==> config.mk <==
export PLATFORM = sky130hd
export DESIGN_NAME = counter_sweep_ctrl
export DESIGN_NICKNAME = d
export VERILOG_FILES = /design/src/rtl/counter_sweep_pkg.sv /design/src/rtl/counter_sweep_ctrl_watchdog.sv /design/src/rtl/counter_sweep_ctrl.sv
export SDC_FILE = /design/constraint.sdc
export NUM_CORES = 1
export LEC_CHECK = 0
export CORE_ASPECT_RATIO = 2
export CORE_MARGIN = 2
export CORE_UTILIZATION = 43
export DETAILED_ROUTE_END_ITERATION = 8
export GPL_TIMING_DRIVEN = 0
export PLACE_DENSITY = 0.77
export SYNTH_ARGS = -nofsm -noshare
export SYNTH_HDL_FRONTEND = slang
export SYNTH_HIERARCHICAL = 1
export SYNTH_SLANG_ARGS = --single-unit
==> constraint.sdc <==
create_clock -name clk -period 6.8 [get_ports clk]
set_input_delay 1.36 -clock clk [delete_from_list [all_inputs] [get_ports clk]]
set_output_delay 1.36 -clock clk [all_outputs]
set_load 0.02 [all_outputs]
Run 1, cell area per tile:
(4 px per um) The die is cut into 5 by 10 equal tiles; black is low, pale yellow is high, 0 to 100% covered.
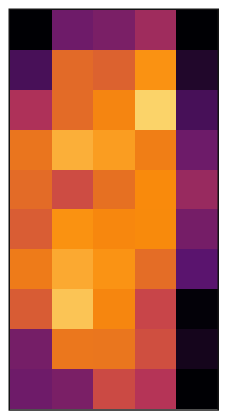
fullest tile: 90%
emptiest ninth of the die: lower right
nearly empty tiles: 8.0%
mean over tiles: 52%
tiles over 75% full: 16%
end-of-flow core utilization: 0.625
Initial Util: 0.450
standard cell core area: 4380 um2

Run 1, layout detail:
Region (13, 37) to (38, 62) um. Cells in gray, sequential cells in the stronger gray; small squares are vias.
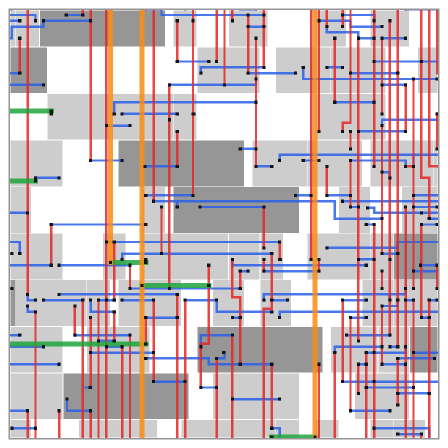
| color | layer |
|---|---|
| orange | M4 |
| green | M3 |
| blue | M1 |
| red | M2 |
most frequent: nor2_1 (6), mux2i_1 (5), dfxtp_1 (5)
sequential cells in the window: 5
cells with their middle in the window: 45

Run 1, clock routing:
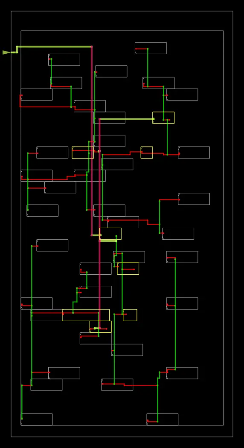
sinks on the clock net: 37
clock insertion delay at the later pin of the skew report: 0.29 ns
Post-Route Skew: 0.00480 ns

==> notes.md, run 1 <==
Implementation numbers.

- The wire length of the first global-routing pass reads around 8.1 mm.
- The flow ran to the end, and the final reports show no timing, DRC or antenna violations.
- The relative contribution of sequential cells to total power reads 0.426.
- The internal power summed over all cells reads 406 uW.
- Per the detail_route report, the via count comes to 1,825.
- Setup repair after global routing left no endpoint under its margin.
- For the finished layout, the period the worst path requires is ~4.8 ns.
- The detailed-route wire length per cell reads 14.3 um.
- The post-route clock period utilization reads 0.709.
- The overall die area is 5180 um2.
- The final layout contains 336 nets.
- The flip-flop and latch count after synthesis is 37.
- The initialized floorplan defines 34 standard-cell rows.
- The total half-perimeter wirelength after legalization and detailed placement is a little under 4 mm.
- The hold-fix buffer count after cts is 0.
- The clock-pin slew reported for the worst setup and hold paths after clock tree synthesis reads about 0.080 ns.
- The kind of critical path reads in2out.
- Recorded from the global router log, the overflow total was 0.
- The cell resize tally after clock tree synthesis reads 0.
- The family with the most delay on the worst path is buffers and inverters.
- The number of iterations in the first detailed-routing pass reads 4.
- The number of nets produced by synthesis is 271.
- Of the total power, combinational logic draws 0.226.
- The largest stage delay on the critical path is 0.62 ns.
- The area growth from synthesis to layout reads 38.7%.
- The via count of the first global-routing pass came to between 1,500 and 2,000.
- After synthesis, the design contains approximately 220 cells according to Yosys.
- The share of cells above drive strength 1 reads 0.0692.
- The highest achievable clock rate reads slightly above 0.2 GHz.
- The number of antenna violations at the first check in global routing is 0.
- The most area-hungry cell type in the Yosys netlist is sky130_fd_sc_hd__dfxtp_1.
- The CTS tree reads yes.
- The final weighted congestion of routability-driven global placement reads 0.852.
- The total tool warning count reads 34.
- Headroom to the max-slew limit came out at 0.529.
- After synthesis, the netlist uses 42 different library cells.
- The power report attributes to the clock group a share of 0.348.
[run 1: through the flow]
stage                     power, mW  hold slack, ns  cell area (um2)  cells  utilization
final                         0.568           0.497             2740    343        0.625
after global routing          0.590           0.536             2740    343        0.625
after CTS                     0.574           0.502             2740    343        0.625
after detailed placement      0.376           0.487             2620    335        0.598
after global placement        0.373           0.474             2620    335        0.598
after floorplan               0.323           0.480             1970    223            -
[run 1: logic make-up after synthesis]
logic type      Yosys count  share of synthesized area
buf+inv                  20                     0.0406
xor+xnor                 10                     0.0444
simple gates             84                      0.209
compound gates           36                      0.136
fa+ha+maj                 9                     0.0571
mux                      27                      0.138
flops                    37                      0.375
[run 1: placed cells by master, fill, tap and decap left out, drive strengths merged, types with 2 or more instances in the layout]
cell type / instances
a211o: 2
a211oi: 5
a21oi: 8
a311oi: 4
a31oi: 2
and2: 4
and4: 2
buf: 4
clkbuf: 11
clkdlybuf4s50: 58
dfxtp: 37
ha: 9
inv: 10
mux2i: 26
nand2: 10
nand2b: 5
nand3: 4
nor2: 39
nor2b: 3
nor3: 5
nor3b: 3
nor4: 2
o21ai: 7
or3: 3
xnor2: 6
xor2: 4
[run 1: routing by layer]
layer | part of all wire | track usage | routed length, um
met2 | 0.58 | 0.388 | 2840
met1 | 0.35 | 0.201 | 1730
met3 | 0.040 | 0.0372 | 198
met5 | 0 | 0 | 0
met4 | 0.026 | 0.103 | 125
[run 1: power groups by stage]
stage                     combinational [mW]  sequential, mW  clock, mW
after floorplan                       0.0679           0.255          0
after global placement                 0.126           0.246          0
after detailed placement               0.129           0.247          0
after CTS                              0.130           0.242      0.202
after global routing                   0.139           0.244      0.207
final                                  0.128           0.242      0.198
[run 1: layout make-up]
class | count | area [um2] | area share
Timing Repair Buffer | 58 | 581 | 0.212
Sequential cell | 37 | 741 | 0.271
Buffer | 10 | 42.5 | 0.0155
Clock buffer | 5 | 68.8 | 0.0251
Inverter | 10 | 37.5 | 0.0137
Clock inverter | 3 | 46.3 | 0.0169
Tap cell | 54 | 67.6 | 0.0247
Multi-Input combinational cell | 166 | 1150 | 0.421
[run 1: tightest hold or removal path, delay by kind of cell (launching register included)]
kind             cells  cell delay (ns)
muxes                1             0.06
DFF                  1             0.33
and+or+nand+nor      1             0.07
==> run 2: changes to the inputs <==
==> constraint.sdc (replaced) <==
create_clock -name clk -period 4.47 [get_ports clk]
set_input_delay 0.894 -clock clk [delete_from_list [all_inputs] [get_ports clk]]
set_output_delay 0.894 -clock clk [all_outputs]
set_load 0.02 [all_outputs]
Run 2, layout detail:
Region (13, 37) to (38, 62) um. Cells in gray, sequential cells in the stronger gray; small squares are vias.
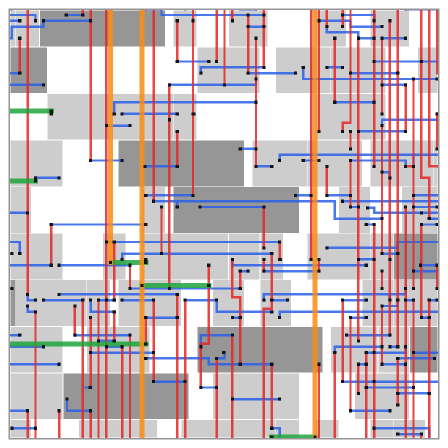
| color | layer |
|---|---|
| red | M2 |
| blue | M1 |
| green | M3 |
| orange | M4 |
cells with their middle in the window: 45
most frequent: nor2_1 (6), mux2i_1 (5), dfxtp_1 (5)
sequential cells in the window: 5

Run 2, clock routing:
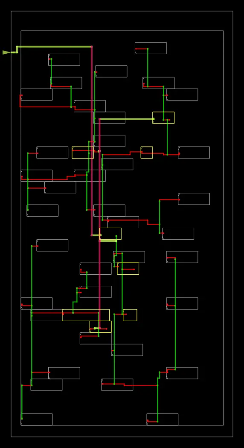
count of clock buffers in the final design: 5
clock network power consumption: 301 uW
TritonCTS buffer count: 5
FF+latch count: 37

==> run 2 against run 1 <==
Cell count did not move. Utilization did not move. First-iteration DRC count did not move. Die size did not move. Area after synthesis did not move. Critical endpoint unchanged. Largest power group unchanged.
==> notes.md, run 2 <==
Implementation numbers.

- The sink count of the clock tree reads 37 (unchanged).
- The via count of the first global-routing pass came to 1,834 (unchanged).
- The highest achievable clock rate is 0.244 GHz.
- The proportion of power drawn by combinational gates reads 0.226 (about the same).
- The relative contribution of sequential cells to total power reads 0.426 (about the same).
- The register area reads 741 um2 (unchanged).
- The met3 wirelength from detailed routing is 198 um (unchanged).
- The remaining max-slew budget at the tightest pin was 0.529 (unchanged).
- The number of cells in the yosys synthesis report is 223 (unchanged).
- The wire length on met2 reads 2.84 mm (unchanged).
- The total half-perimeter wirelength after legalization and detailed placement reads 3.86 mm (unchanged).
- The synthesized-area fraction occupied by adder cells reads 0.0571 (unchanged).
- The multiplexer fraction of the synthesized cell area reads 0.138 (unchanged).
- The part of the total power dissipated in the clock network is 0.348 (about the same).
- The final timing summary puts the cycle share of the worst path at 0.918.
- The aoi/oai-family share of the synthesized area is 0.136 (unchanged).
- The area of combinational cells with multiple inputs reads 1150 um2 (unchanged).
- The share of cells above drive strength 1 is 0.0692 (unchanged).
- The run finished with clean final reports.
- The kind of critical path is reg2out.
- The clock latency reported for the late side of the worst-skew pair is 0.29 ns (about the same).
- The total design power reads 864 uW (+52%).
- The number of iterations in the first detailed-routing pass is 4 (unchanged).
- The main logic family after synthesis is simple AND/OR/NAND/NOR gates.
- The post-synthesis cell type count is 42 (unchanged).
- The total congestion overflow after global routing was 0 (unchanged).
- The initial cell density of the core is 0.450 (unchanged).
- The basic-gate share of the synthesized area counting and, or, nand and nor cells came to 0.209 (unchanged).
- The number of antenna violations at the first check in global routing came to 0 (unchanged).
- Setup repair after global routing left no endpoint under its margin.
-- run 2: through the flow --
stage          area (um2)  hold slack, ns   util  std cells  worst slack, ns
2_1_floorplan        1970           0.480      -        223             1.20
3_3_place_gp         2620           0.474  0.598        335            0.577
3_5_place_dp         2620           0.487  0.598        335            0.573
4_1_cts              2740           0.502  0.625        343            0.358
5_1_grt              2740           0.536  0.625        343            0.199
6_report             2740           0.497  0.625        343            0.365
-- run 2: cell families after synthesis --
family | count (synthesis)
AOI/OAI and AO/OA | 36
muxes | 27
buffers and inverters | 20
xor gates and xnor gates | 10
DFF | 37
and+or+nand+nor | 84
adders and majority gates | 9
-- run 2: area by class of cell --
| type | instances | area share |
|---|---|---|
| multi-input combinational | 166 | 0.421 |
| clock inverter | 3 | 0.0169 |
| buffer | 10 | 0.0155 |
| clock buffer | 5 | 0.0251 |
| sequential | 37 | 0.271 |
| timing repair buffer | 58 | 0.212 |
| tap | 54 | 0.0247 |
| inverter | 10 | 0.0137 |
-- run 2: power groups by stage --
stage          combinational [mW]  clock (mW)  sequential, mW
5_1_grt                     0.212       0.315           0.371
2_1_floorplan               0.103           0           0.388
6_report                    0.195       0.301           0.368
3_3_place_gp                0.192           0           0.375
4_1_cts                     0.197       0.307           0.368
3_5_place_dp                0.196           0           0.376
-- run 2: metal layers --
metal / vias up / track usage
met5: - / 0
met4: 0 / 0.103
met3: 8 / 0.0372
met2: 42 / 0.388
met1: 866 / 0.201
li1: 909 / -
-- run 2: worst max-delay path, stage by stage (launching register included) --
cell and delay [ns]:
sky130_fd_sc_hd__dfxtp_1 0.48, sky130_fd_sc_hd__ha_1 0.19, sky130_fd_sc_hd__clkbuf_1 0.33, sky130_fd_sc_hd__xor2_1 0.24, sky130_fd_sc_hd__a211oi_1 0.08, sky130_fd_sc_hd__a21oi_1 0.23
sky130_fd_sc_hd__a211oi_4 0.10, sky130_fd_sc_hd__or3_2 0.47, sky130_fd_sc_hd__a21oi_1 0.16, sky130_fd_sc_hd__clkdlybuf4s50_1 0.62
Power is estimated from default activity; no workload was simulated.
